### config.mk
export PLATFORM = sky130hd
export DESIGN_NAME = display_scan_ctrl
export DESIGN_NICKNAME = d
export VERILOG_FILES = /design/src/rtl/display_scan_ctrl.sv
export SDC_FILE = /design/constraint.sdc
export NUM_CORES = 1
export LEC_CHECK = 0
export ABC_AREA = 1
export CAP_MARGIN = 30
export CORE_MARGIN = 4
export CORE_UTILIZATION = 50
export CTS_CLUSTER_SIZE = 20
export DETAILED_ROUTE_END_ITERATION = 12
export PLACE_DENSITY = 0.78
export SETUP_SLACK_MARGIN = 0.3
export SKIP_CTS_REPAIR_TIMING = 1
export SLEW_MARGIN = 20
export SYNTH_ARGS = -nofsm -noshare
export SYNTH_HDL_FRONTEND = slang
export SYNTH_SLANG_ARGS = --single-unit
### constraint.sdc
create_clock -name clk -period 2.06 [get_ports clk]
set_clock_uncertainty 0.15 [all_clocks]
set_input_delay 0.206 -clock clk [delete_from_list [all_inputs] [get_ports clk]]
set_output_delay 0.206 -clock clk [all_outputs]
set_load 0.03 [all_outputs]
### src/rtl/display_scan_ctrl.sv
// Multiplex-scan controller for a 4-digit 7-segment display, with frame-synchronous double buffering.
// Optional leading-zero blanking is enabled by defining LEADING_ZERO_BLANK_EN.
module display_scan_ctrl #(
  parameter int PRESCALE    = 1000,
  parameter int DEAD_CYCLES = 50
) (
  input  logic       clk,
  input  logic       reset,
  input  logic       load,
  input  logic [3:0] num3,
  input  logic [3:0] num2,
  input  logic [3:0] num1,
  input  logic [3:0] num0,
  output logic [1:0] digit,
  output logic [3:0] disp3,
  output logic [3:0] disp2,
  output logic [3:0] disp1,
  output logic [3:0] disp0,
  output logic [3:0] an_n,
  output logic       pending,
  output logic       frame_tick
);

  localparam int CNT_W = $clog2(PRESCALE);
  localparam logic [CNT_W-1:0] CNT_LAST = CNT_W'(PRESCALE - 1);
  localparam logic [CNT_W-1:0] SHOW_END = CNT_W'(PRESCALE - DEAD_CYCLES);

  typedef enum logic {SHOW, DEAD} state_t;

  state_t           state_q, state_d;
  logic [CNT_W-1:0] cnt_q, cnt_d;
  logic [1:0]       digit_q, digit_d;
  logic [15:0]      stage_q, stage_d;
  logic [15:0]      disp_q, disp_d;
  logic             pending_q, pending_d;
  logic             tick_q, tick_d;
  logic [3:0]       lit;

  always_ff @(posedge clk or posedge reset) begin
    if (reset) begin
      state_q   <= DEAD;
      cnt_q     <= SHOW_END;
      digit_q   <= 2'd3;
      stage_q   <= '0;
      disp_q    <= '0;
      pending_q <= 1'b0;
      tick_q    <= 1'b0;
    end else begin
      state_q   <= state_d;
      cnt_q     <= cnt_d;
      digit_q   <= digit_d;
      stage_q   <= stage_d;
      disp_q    <= disp_d;
      pending_q <= pending_d;
      tick_q    <= tick_d;
    end
  end

  always_comb begin
    cnt_d     = cnt_q + 1'b1;
    digit_d   = digit_q;
    stage_d   = stage_q;
    disp_d    = disp_q;
    pending_d = pending_q;
    tick_d    = 1'b0;
    if (cnt_q == CNT_LAST) begin
      cnt_d   = '0;
      digit_d = digit_q + 2'd1;
      // Frame boundary: commit uses the staging contents from before this edge.
      if (digit_q == 2'd3) begin
        tick_d = 1'b1;
        if (pending_q) begin
          disp_d    = stage_q;
          pending_d = 1'b0;
        end
      end
    end
    if (load) begin
      stage_d   = {num3, num2, num1, num0};
      pending_d = 1'b1;
    end
    state_d = (cnt_d < SHOW_END) ? SHOW : DEAD;
  end

`ifdef LEADING_ZERO_BLANK_EN
  logic [3:0] blank;
`endif

  always_comb begin
    lit = 4'b0001 << digit_q;
`ifdef LEADING_ZERO_BLANK_EN
    // A digit is blanked only if it and every digit to its left are zero; digit 0 never blanks.
    blank    = 4'b0000;
    blank[3] = (disp_q[15:12] == 4'd0);
    blank[2] = blank[3] && (disp_q[11:8] == 4'd0);
    blank[1] = blank[2] && (disp_q[7:4] == 4'd0);
    lit      = lit & ~blank;
`endif
    an_n = (state_q == SHOW) ? ~lit : 4'hF;
  end

  assign digit      = digit_q;
  assign disp3      = disp_q[15:12];
  assign disp2      = disp_q[11:8];
  assign disp1      = disp_q[7:4];
  assign disp0      = disp_q[3:0];
  assign pending    = pending_q;
  assign frame_tick = tick_q;

endmodule

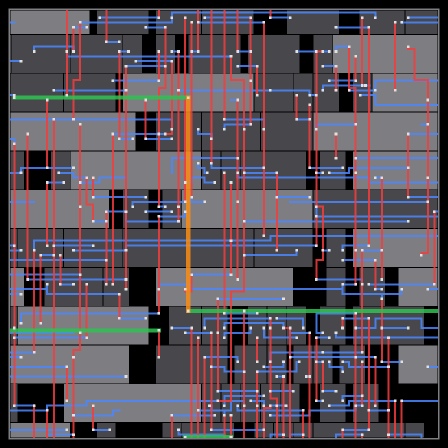
*Zoomed window*
Window x 22 to 52, y 37 to 67 um. Cells in gray, sequential cells in the stronger gray; small squares are vias.
red -> M2
blue -> M1
orange -> M4
green -> M3
most frequent = dfrtp_1 (12), nand2_1 (11), clkdlybuf4s50_1 (9)
netlist names of flops here include = disp_q (6), stage_q (6), cnt_q (3)
sequential cells in the window = 15
cells with their middle in the window = 75

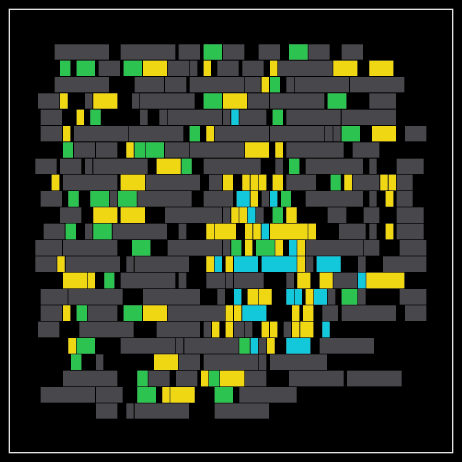
*Gate families picked out*
Scale: 6 px per um.
yellow -> nand cells  # cells 75, most used nand2_1
cyan -> nor cells  # cells 19, most used nor2_1, where center
green -> aoi and oai cells  # cells 39, most used o21ai_0

==> run_results.csv <==
group,metric,value,unit
setup_path,cell_by_cell_listing_of_the_critical_path,"inv_1 -> ha_1 -> nand2_1 -> dlymetal6s2s_1",
synthesis,synth_simple_gate_area_share,20.8,%
synthesis,synthesis.nets,254,
setup_path,critical_path.endpoint,"an_n[2]",
cells_and_area,inverters,36,
floorplan,core,4090,um2
synthesis,synth.yosys.warnings,0,
cells_and_area,nonClkBufAreaFrac,19.5,%
clocking,clk-insertion-delay-late,0.30,ns
global_routing,grt_pass1_vias,1508,
cells_and_area,post_route_standard_cell_area_excluding_fillers,2980,um2
synthesis,synth-main-ff-cell,"dfrtp_1",
power_and_ir_drop,clock_power_share,33.2,%
sta,rsz0062_at_grt,"yes",
setup_path,worstReg2RegStart,"cnt_q[1]",
global_routing,grt_remaining_overflow,0,
sta,timing.final.crit_period,1.82,ns
cells_and_area,biggestCellCategory,"sequential cells",
global_routing,most_utilized_layer_in_the_global_route_result,"met2",
setup_path,cpMaxStageDelayCell,"dfstp_2",
cells_and_area,mi_logic_area,931,um2
cells_and_area,final.clkbuf_count,7,
setup_path,worst-path-buf-inv,2,
detailed_routing,first_iter_violations,60,
cells_and_area,layoutNonFillerInstCount,334,
detailed_routing,postRouteWirelength,4500,um
cells_and_area,comb_share,31.2,%
synthesis,postSynthSeqShare,55.2,%
outcome,run_status,"finished clean",
sta,slew-limit-headroom,75.6,%
clocking,clk_transition_reported_paths,0.08,ns
global_routing,grt.met3_usage,5.06,%
sta,fmax,550,MHz
floorplan,num_io_pins,43,
detailed_routing,detail_route.wirelength.met1,1980,um
synthesis,synthDominantCellAreaShare,43.0,%
sta,timing.final.setup_violations,0,
power_and_ir_drop,fin_total_pwr,1600,uW
synthesis,synth.area.top_cells,"dfrtp_1 (43%), dfstp_2 (12%), nand2_1 (8.7%)",
sta,postLayoutSetupSlackWorst,0.242,ns
placed_design,post_dp_cell_area,2650,um2
clocking,ctsRootBufferMaster,"clkbuf_8",
sta,final_report_max_slew_violation_count,0,
job,tool_warnings,30,
synthesis,synth-seq-cells,47,
cells_and_area,biggestRegsByFlops,"disp_q: 16 flops, stage_q: 16 flops, cnt_q: 10 flops",
placed_design,place_inst,320,
cells_and_area,n_antenna_cell,0,
detailed_routing,maxUsedRoutingLayer,"met4",
placed_design,hpwlAfterDp,2780,um
min_path,path_type_of_the_worst_min_delay_path,"input port to async pin",
sta,tightest_slew,0.366,ns
synthesis,post_synth_mux_area_share,0,%
clocking,clock-sinks,47,
floorplan,die_h,73.6,um
detailed_routing,vias,1609,
synthesis,ys_cells,230,
placed_design,buffer_ports.inserted,42,
power_and_ir_drop,pwr.group.clock,531,uW
cells_and_area,most-common-layout-cells,"nand2_1 (47), dfrtp_1 (37), inv_1 (31), clkdlybuf4s50_1 (31), o21ai_0 (18)",
detailed_routing,route.detailed.vias_per_inst,4.82,
global_routing,globalRouteTotalUtil,15.7,%
synthesis,edf_count,0,
setup_path,worst-path-stages,4,
synthesis,yosys-dominant-comb-family,"simple AND/OR/NAND/NOR gates",
power_and_ir_drop,switching_share,22.6,%
power_and_ir_drop,vdd_drop_max,498,uV
cells_and_area,post_route_cells_drive_above_1_share,28.2,%
sta,fin_crit_sh,88.2,%
setup_path,worst_r2r_endpoint,"disp_q[8]",
setup_path,origin_of_the_worst_setup_path,"digit[0]",
setup_path,minimum_setup_slack_among_reg_to_reg_paths,0.28,ns
power_and_ir_drop,seq_power,958,uW
setup_path,crit_type,"flop to primary output",
clocking,numCtsBuffers,5,
synthesis,yosys.stat.chipArea,2150,um2
synthesis,fa_ha_area_share,2.90,%
power_and_ir_drop,static_power_due_to_leakage,0.00145,uW
power_and_ir_drop,p_per_area,536,nW/um2
cells_and_area,area_delta_synth_final,38.3,%
floorplan,tapcell.inserted,50,
floorplan,floorplan.core_util,52.7,%
cells_and_area,nonClockBufferCount,52,
global_routing,groute.layer.met2.usage,25.2,%
power_and_ir_drop,switching_power,360,uW
cells_and_area,final_common_cell,"nand2_1",
floorplan,row_count,23,
power_and_ir_drop,largestPowerGroup,"sequential cells",
setup_path,crit_family,"flip-flops",
cells_and_area,number_of_nets_in_the_final_layout,307,
detailed_routing,detail-route-antenna-nets,0,
synthesis,netlist-cell-type-count,23,
setup_path,critPathArrivalTime,1.46,ns
global_routing,global_route.usage.met1,20.4,%
synthesis,top_cell,"nand2_1",
synthesis,async_reset_ff_share,100,%
synthesis,postSynthCellCount,230,
detailed_routing,drt-pass1-iter-count,4,
detailed_routing,detail_route.drc_violations,0,
setup_path,cp_data_required_time,1.70,ns
sta,hold_ws,0.0398,ns
setup_path,cpPeakStageDelay,0.56,ns
clocking,clock_path_buffers,2,
synthesis,common_cells,"nand2_1 (50), dfrtp_1 (37), inv_1 (34)",
global_routing,grt_start_max_net_pins,34,
power_and_ir_drop,p_comb_share,6.7,%
synthesis,post_synth_ao_oa_area_fraction,12.0,%
global_routing,global_route_wire_length_before_repair,6470,um
job,number_of_max_capacitance_violations_reported,0,
cells_and_area,layout.clock.cell_area_share,2.73,%
setup_path,critPathLaunchType,"flop",
sta,finalHoldViolations,0,
synthesis,cell_area_after_synthesis,2150,um2
cells_and_area,register_area,1190,um2
setup_path,timing.reg2reg.worst_path_depth,9,
floorplan,floorplan.die.width,73.6,um
sta,timing.setup.tns,0,ns
placed_design,place.gp.congestion,0.908,
global_routing,antenna_violations_before_repair,0,
cells_and_area,nFlopsAndLatches,47,
synthesis,largest_area_cell,"dfrtp_1",
cells_and_area,num-fill-cells,311,
setup_path,highest_fanout_seen_on_the_critical_path,4,
clocking,cts.htree.levels,2,
power_and_ir_drop,reported_combinational_group_power,108,uW
power_and_ir_drop,internal-power,1240,uW
detailed_routing,detailroute.wirelength.met2,2240,um
placed_design,pre_cts_slack,0.149,ns
cells_and_area,seq_area_share,39.9,%
power_and_ir_drop,power_frac_seq,60.0,%
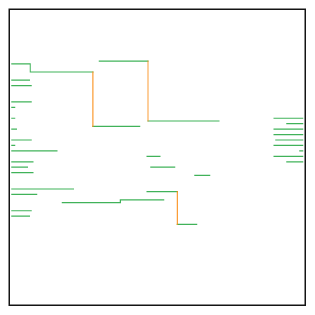
*Metal layers overlaid*
Scale: 4 px per um. Two of the layers only.
orange -> M4  # wire length 36.7 um
green -> M3  # wire length 245 um

Power is estimated from default activity; no workload was simulated.
